===== config.mk =====
export PLATFORM = sky130hd
export DESIGN_NAME = core_multicycle
export DESIGN_NICKNAME = d
export VERILOG_FILES = /design/src/rtl/core_multicycle.sv
export SDC_FILE = /design/constraint.sdc
export NUM_CORES = 2
export LEC_CHECK = 0
export ABC_AREA = 1
export CAP_MARGIN = 15
export CORE_AREA = 2 2 341 343
export CTS_BUF_LIST = sky130_fd_sc_hd__clkbuf_16
export DETAILED_ROUTE_END_ITERATION = 8
export DIE_AREA = 0 0 343 345
export PLACE_DENSITY_LB_ADDON = 0.15
export SETUP_SLACK_MARGIN = 0.1
export SYNTH_ARGS = -nofsm -noshare
export SYNTH_HDL_FRONTEND = slang
export SYNTH_SLANG_ARGS = --single-unit

===== constraint.sdc =====
create_clock -name clk_i -period 18.6 [get_ports clk_i]
set_clock_uncertainty 0.15 [all_clocks]
set_input_delay 2.79 -clock clk_i [delete_from_list [all_inputs] [get_ports clk_i]]
set_output_delay 2.79 -clock clk_i [all_outputs]
set_load 0.02 [all_outputs]

===== src/rtl/core_multicycle.sv =====
// Two-cycle multicycle core: FETCH presents PC to a sync-read instruction memory,
// EXEC decodes/executes; input instructions may stall in WAIT_IN until sw_valid_i.
module core_multicycle #(
    parameter int XLEN = 32,
    parameter int PC_W = 8
) (
    input  logic            clk_i,
    input  logic            rst_n_i,
    output logic [PC_W-1:0] imem_addr_o,
    input  logic [31:0]     imem_data_i,
    input  logic [XLEN-1:0] sw_data_i,
    input  logic            sw_valid_i,
    output logic            sw_ready_o,
    output logic [XLEN-1:0] hex_o,
    output logic            hex_valid_o,
    output logic            halted_o
);
    localparam int SHW = $clog2(XLEN);

    typedef enum logic [1:0] {S_FETCH, S_EXEC, S_WAIT_IN, S_HALT} state_t;

    state_t          state_q, state_d;
    logic [PC_W-1:0] pc_q, pc_d;
    logic [31:0]     ir_q;
    logic [XLEN-1:0] rf_q [32];
    logic [XLEN-1:0] hex_q;
    logic            hex_vld_q;

    logic [31:0]     instr;
    logic            f_b, f_c, f_we;
    logic [1:0]      f_ws;
    logic [3:0]      f_op;
    logic [4:0]      f_a1, f_a2, f_a3;
    logic signed [7:0] f_k;
    logic [XLEN-1:0] rd1, rd2, alu_res, wdata;
    logic [SHW-1:0]  shamt;
    logic            flag, is_halt, is_in, done, rf_we, hex_we;
    logic [PC_W-1:0] pc_next;

    // Memory data for the current PC arrives during EXEC, so EXEC decodes it
    // directly; ir_q holds it for the WAIT_IN cycles that follow.
    assign instr = (state_q == S_EXEC) ? imem_data_i : ir_q;
    assign {f_b, f_c, f_we, f_ws, f_op, f_a1, f_a2, f_a3} = instr[31:8];
    assign f_k   = instr[7:0];

    assign rd1   = (f_a1 == 5'd0) ? '0 : rf_q[f_a1];
    assign rd2   = (f_a2 == 5'd0) ? '0 : rf_q[f_a2];
    assign shamt = rd2[SHW-1:0];

    always_comb begin
        alu_res = '0;
        case (f_op)
            4'd0:  alu_res = rd1 + rd2;
            4'd1:  alu_res = rd1 - rd2;
            4'd2:  alu_res = rd1 << shamt;
            4'd3:  alu_res = XLEN'($signed(rd1) < $signed(rd2));
            4'd4:  alu_res = XLEN'(rd1 < rd2);
            4'd5:  alu_res = rd1 ^ rd2;
            4'd6:  alu_res = rd1 >> shamt;
            4'd7:  alu_res = $signed(rd1) >>> shamt;
            4'd8:  alu_res = rd1 | rd2;
            4'd9:  alu_res = rd1 & rd2;
            4'd10: alu_res = XLEN'(rd1 == rd2);
            4'd11: alu_res = XLEN'(rd1 != rd2);
            4'd12: alu_res = XLEN'($signed(rd1) < $signed(rd2));
            4'd13: alu_res = XLEN'($signed(rd1) >= $signed(rd2));
            4'd14: alu_res = XLEN'(rd1 < rd2);
            default: alu_res = XLEN'(rd1 >= rd2);
        endcase
    end

    // Compare ops yield 0/1, so "result != 0" is the flag for every op.
    assign flag    = |alu_res;
    assign is_halt = f_b && (f_k == 8'sd0);
    assign is_in   = f_we && (f_ws == 2'b01);
    assign pc_next = (f_b || (f_c && flag)) ? pc_q + PC_W'(f_k) : pc_q + 1'b1;

    always_comb begin
        case (f_ws)
            2'b00:   wdata = XLEN'(f_k);
            2'b01:   wdata = sw_data_i;
            default: wdata = alu_res;
        endcase
    end

    always_comb begin
        state_d    = state_q;
        sw_ready_o = 1'b0;
        done       = 1'b0;
        case (state_q)
            S_FETCH: state_d = S_EXEC;
            S_EXEC: begin
                if (is_halt) begin
                    state_d = S_HALT;
                end else if (is_in && !sw_valid_i) begin
                    sw_ready_o = 1'b1;
                    state_d    = S_WAIT_IN;
                end else begin
                    sw_ready_o = is_in;
                    done       = 1'b1;
                    state_d    = S_FETCH;
                end
            end
            S_WAIT_IN: begin
                sw_ready_o = 1'b1;
                if (sw_valid_i) begin
                    done    = 1'b1;
                    state_d = S_FETCH;
                end
            end
            default: state_d = S_HALT;
        endcase
    end

    assign pc_d   = done ? pc_next : pc_q;
    assign rf_we  = done && f_we && (f_ws != 2'b11) && (f_a3 != 5'd0);
    assign hex_we = done && f_we && (f_ws == 2'b11);

    always_ff @(posedge clk_i or negedge rst_n_i) begin
        if (!rst_n_i) begin
            state_q   <= S_FETCH;
            pc_q      <= '0;
            ir_q      <= '0;
            hex_q     <= '0;
            hex_vld_q <= 1'b0;
        end else begin
            state_q   <= state_d;
            pc_q      <= pc_d;
            hex_vld_q <= hex_we;
            if (state_q == S_EXEC) ir_q  <= imem_data_i;
            if (hex_we)            hex_q <= rd1;
        end
    end

    always_ff @(posedge clk_i or negedge rst_n_i) begin
        if (!rst_n_i) begin
            for (int i = 0; i < 32; i++) rf_q[i] <= '0;
        end else if (rf_we) begin
            rf_q[f_a3] <= wdata;
        end
    end

    assign imem_addr_o = pc_q;
    assign hex_o       = hex_q;
    assign hex_valid_o = hex_vld_q;
    assign halted_o    = (state_q == S_HALT);
endmodule


**Pin map**

Scale bar: 100 µm. Pins as bars across the die edge, other pins in grey.
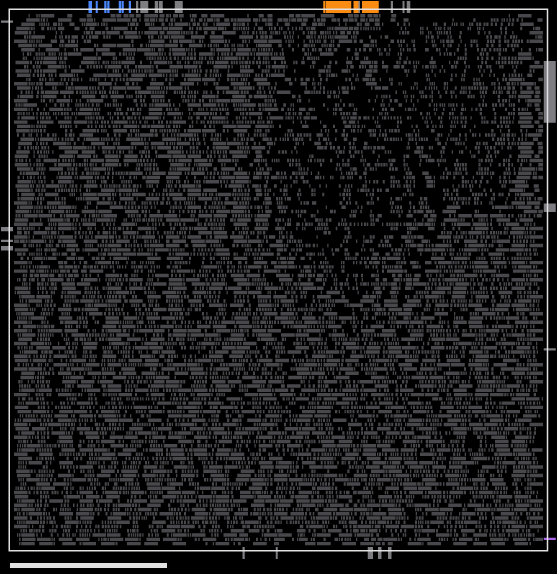
legend:
  orange:
    pins: 32
    direction: input
    edge: north
  blue:
    port: imem_addr_o
    pins: 8
    direction: output
    edge: north
  purple:
    port: rst_n_i
    pins: 1
    direction: input
    edge: east
all pins by edge: 60 north, 35 east, 9 south, 6 west
Die Y: 345 µm
Die Wd: 343 µm
port bufs: 109

**Signal wires on met1**

Scale bar: 100 µm.
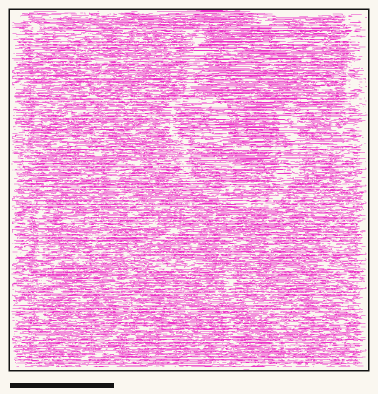
longest straight run: 122 µm
nets with wire on the layer: 9,537
share of all routed wire: 35%
main direction: horizontal
Vias: 76,300
DRT Wirelength: 295 mm
GRT met1 Usage: 62.8%

==> results.py <==
# Auto-generated metrics
metrics = {
    "global_routing": {
        "track_usage_pct": 49.0,
        "grt_pass1_wl_mm": 441,
        "grt-busiest-layer": "met2",
        "grt-ovfl-total": 0,
        "grt_max_degree": 198,
        "grt_pass1_vias": 71600,
        "grt_use_met3_pct": 14.5,
        "antenna_found_initial": 11,
        "use_met2_pct": 70.0,
    },
    "final_timing": {
        "drv_slew": 0,
        "rsz0062_at_grt": "no",
        "slew_headroom_pct": 18.6,
        "period_minus_slack_ns": 12.31,
        "setup_tns_ns": 0,
        "setup_violations": 0,
        "hold_slack_ns": 0.252,
        "min_period_over_period_pct": 66.2,
        "fmax_mhz": 81.3,
        "tightest_slew_ns": 1.21,
        "setup_slack_ns": 6.29,
        "hold_violations": 0,
    },
    "clock_network": {
        "cts-buffers-inserted": 117,
        "cts.path.max_buffers": 3,
        "cts_tree": "done",
        "htree_num_levels": 3,
        "clkSlewWorstSetupHoldPaths_ns": 0.06,
        "cts_resized": 0,
        "clockRootBuffer": "clkbuf_16",
        "postCtsSetupRepairBufs": 0,
        "cts_hold_buffers": 0,
        "clkSinkCount": 1099,
        "clock_latency_ns": 0.76,
    },
    "flow_run": {
        "drv_cap": 0,
        "warning_count": 133,
    },
    "outcome": {
        "status": "completed",
    },
    "setup_path": {
        "crit_slowest_cell": "buf_4",
        "required_ns": 19.09,
        "crit_top_cell": "nand3_1",
        "crit_arrival_ns": 12.80,
        "cp_max_fo": 60,
        "cp-start-kind": "input port",
        "critical_path_class": "input port to flip-flop",
        "slowest_delay_ns": 0.75,
        "end_kind": "flip-flop",
    },
    "yosys": {
        "top_cells_by_count": "nand2_1 (3,293), nand3_1 (1,617), o21ai_0 (1,525)",
        "ys_sh_mux_pct": 0.0141,
        "ys_chip_area_um2": 70800,
        "top_area_share_pct": 38.9,
        "yosys_warnings": 0,
        "fp_nets": 10800,
        "synth_cell_type_count": 62,
        "ys_sh_aoi_pct": 16.5,
        "topCombFamilyByArea": "simple AND/OR/NAND/NOR gates",
        "ys.flops": 1099,
        "yosys_most_used_dff": "dfrtp_1",
        "edf_count": 0,
        "netlist_area_um2": 70800,
        "ys_sh_simple_pct": 32.1,
        "most_common_cell": "nand2_1",
        "syn_avg_cell_area_um2": 6.65,
        "async_reset_ff_share_pct": 100,
        "xor_share_pct": 0.161,
        "yosysTopAreaCell": "dfrtp_1",
        "yosys_cells": 10600,
        "top_cells_by_area": "dfrtp_1 (39%), nand2_1 (17%), nand3_1 (11%), o21ai_0 (11%), inv_1 (4.8%)",
        "netlist_instances": 10600,
        "yosysSeqAreaShare_pct": 38.9,
        "synthAdderAreaFrac_pct": 2.08,
    },
    "cells_and_area": {
        "layout.nets": 10400,
        "drive_above_1_share_pct": 4.49,
        "nFillCells": 10500,
        "area_delta_synth_final_pct": 6.14,
        "stdcell_area_um2": 75100,
        "fin_cells": 11800,
        "final_cell_mix": "nand2_1 (3,291), nand3_1 (1,617), o21ai_0 (1,525)",
        "mostFrequentLayoutCell": "nand2_1",
    },
    "drt": {
        "wl_met1_mm": 104,
        "ant_nets": 0,
        "top_layer": "met5",
        "drt_iter0_markers": 12300,
        "wl_met3_mm": 42.7,
        "wl_met2_mm": 122,
        "drc": 0,
        "dr.pass1.iters": 8,
        "wl_per_cell_um": 25.0,
        "viasPerCell": 6.46,
    },
    "floorplanning": {
        "io_pins": 110,
        "core_area_um2": 115000,
        "num_rows": 125,
        "floorplan.core_util_pct": 61.5,
        "dieArea_um2": 118000,
    },
    "hold_path": {
        "hold_path.class": "flip-flop to flip-flop",
    },
    "placement": {
        "hpwl_mm": 179,
        "gp_congestion": 1.10,
        "post-place-ws_ns": 6.06,
        "place_area_um2": 71600,
        "dp_cells": 11600,
    },
}
**Register map, names as in the netlist**

Scale bar: 100 µm.
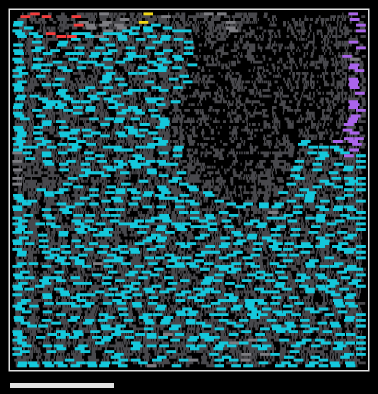
legend:
  red:
    name_in_the_netlist: imem_addr_o
    placed_flops: 8
    where: north-west
  purple:
    name_in_the_netlist: hex_o
    placed_flops: 32
  yellow:
    name_in_the_netlist: state_q
    placed_flops: 2
  cyan:
    name_in_the_netlist: rf_q
    placed_flops: 1,024
    where: all over the die
not coloured: 33
area occupied by registers: 27,500 µm²
flop share of the area: 36.6%
Finished Core Util: 65.2%

final cells by class:
cell class                 instances  area, µm²  share of cell area (%)
antenna                            6       15.0                  0.0200
clock buffer                     118       2950                    3.93
timing repair buffer             270       2420                    3.23
multi-input combinational       7762      36300                    48.3
sequential                      1099      27500                    36.6
clock inverter                    96        551                   0.733
tap                             1524       1910                    2.54
inverter                         932       3500                    4.67
logic make-up (layout without fill, tap and decap cells):
group	count (synthesis)	in the layout
simple gates	5393	5393
compound gates	2239	2239
buf+inv	1777	1416
flops	1099	1099
fa+ha+maj	116	116
xor+xnor	13	13
mux	1	1
other cells	0	6
path summary, 6_finish.rpt:
path,depth (start not counted),slack [ns],from,end
max,47,6.29,imem_data_i[14],imem_addr_o[7]
min,0,0.25,rf_q[1001],rf_q[1001]
max reg2reg,51,7.11,state_q[1],imem_addr_o[7]
min reg2reg,0,0.25,rf_q[1001],rf_q[1001]
max in group asynchronous,4,12.95,rst_n_i,rf_q[771]
min in group asynchronous,1,1.98,rst_n_i,rf_q[329]
worst max-delay path: cells and delay by family:
| kind | cells | cell delay, ns |
|---|---|---|
| AND/OR/NAND/NOR | 29 | 3.49 |
| adder cells (fa/ha/maj) | 2 | 0.64 |
| buffers and inverters | 7 | 2.94 |
| AND-OR/OR-AND | 9 | 2.86 |
state kept, by name, summed over array words and instances (netlist names):
signal	cells
rf_q	1024
hex_o	32
ir_q	32
imem_addr_o	8
state_q	2
hex_valid_o	1
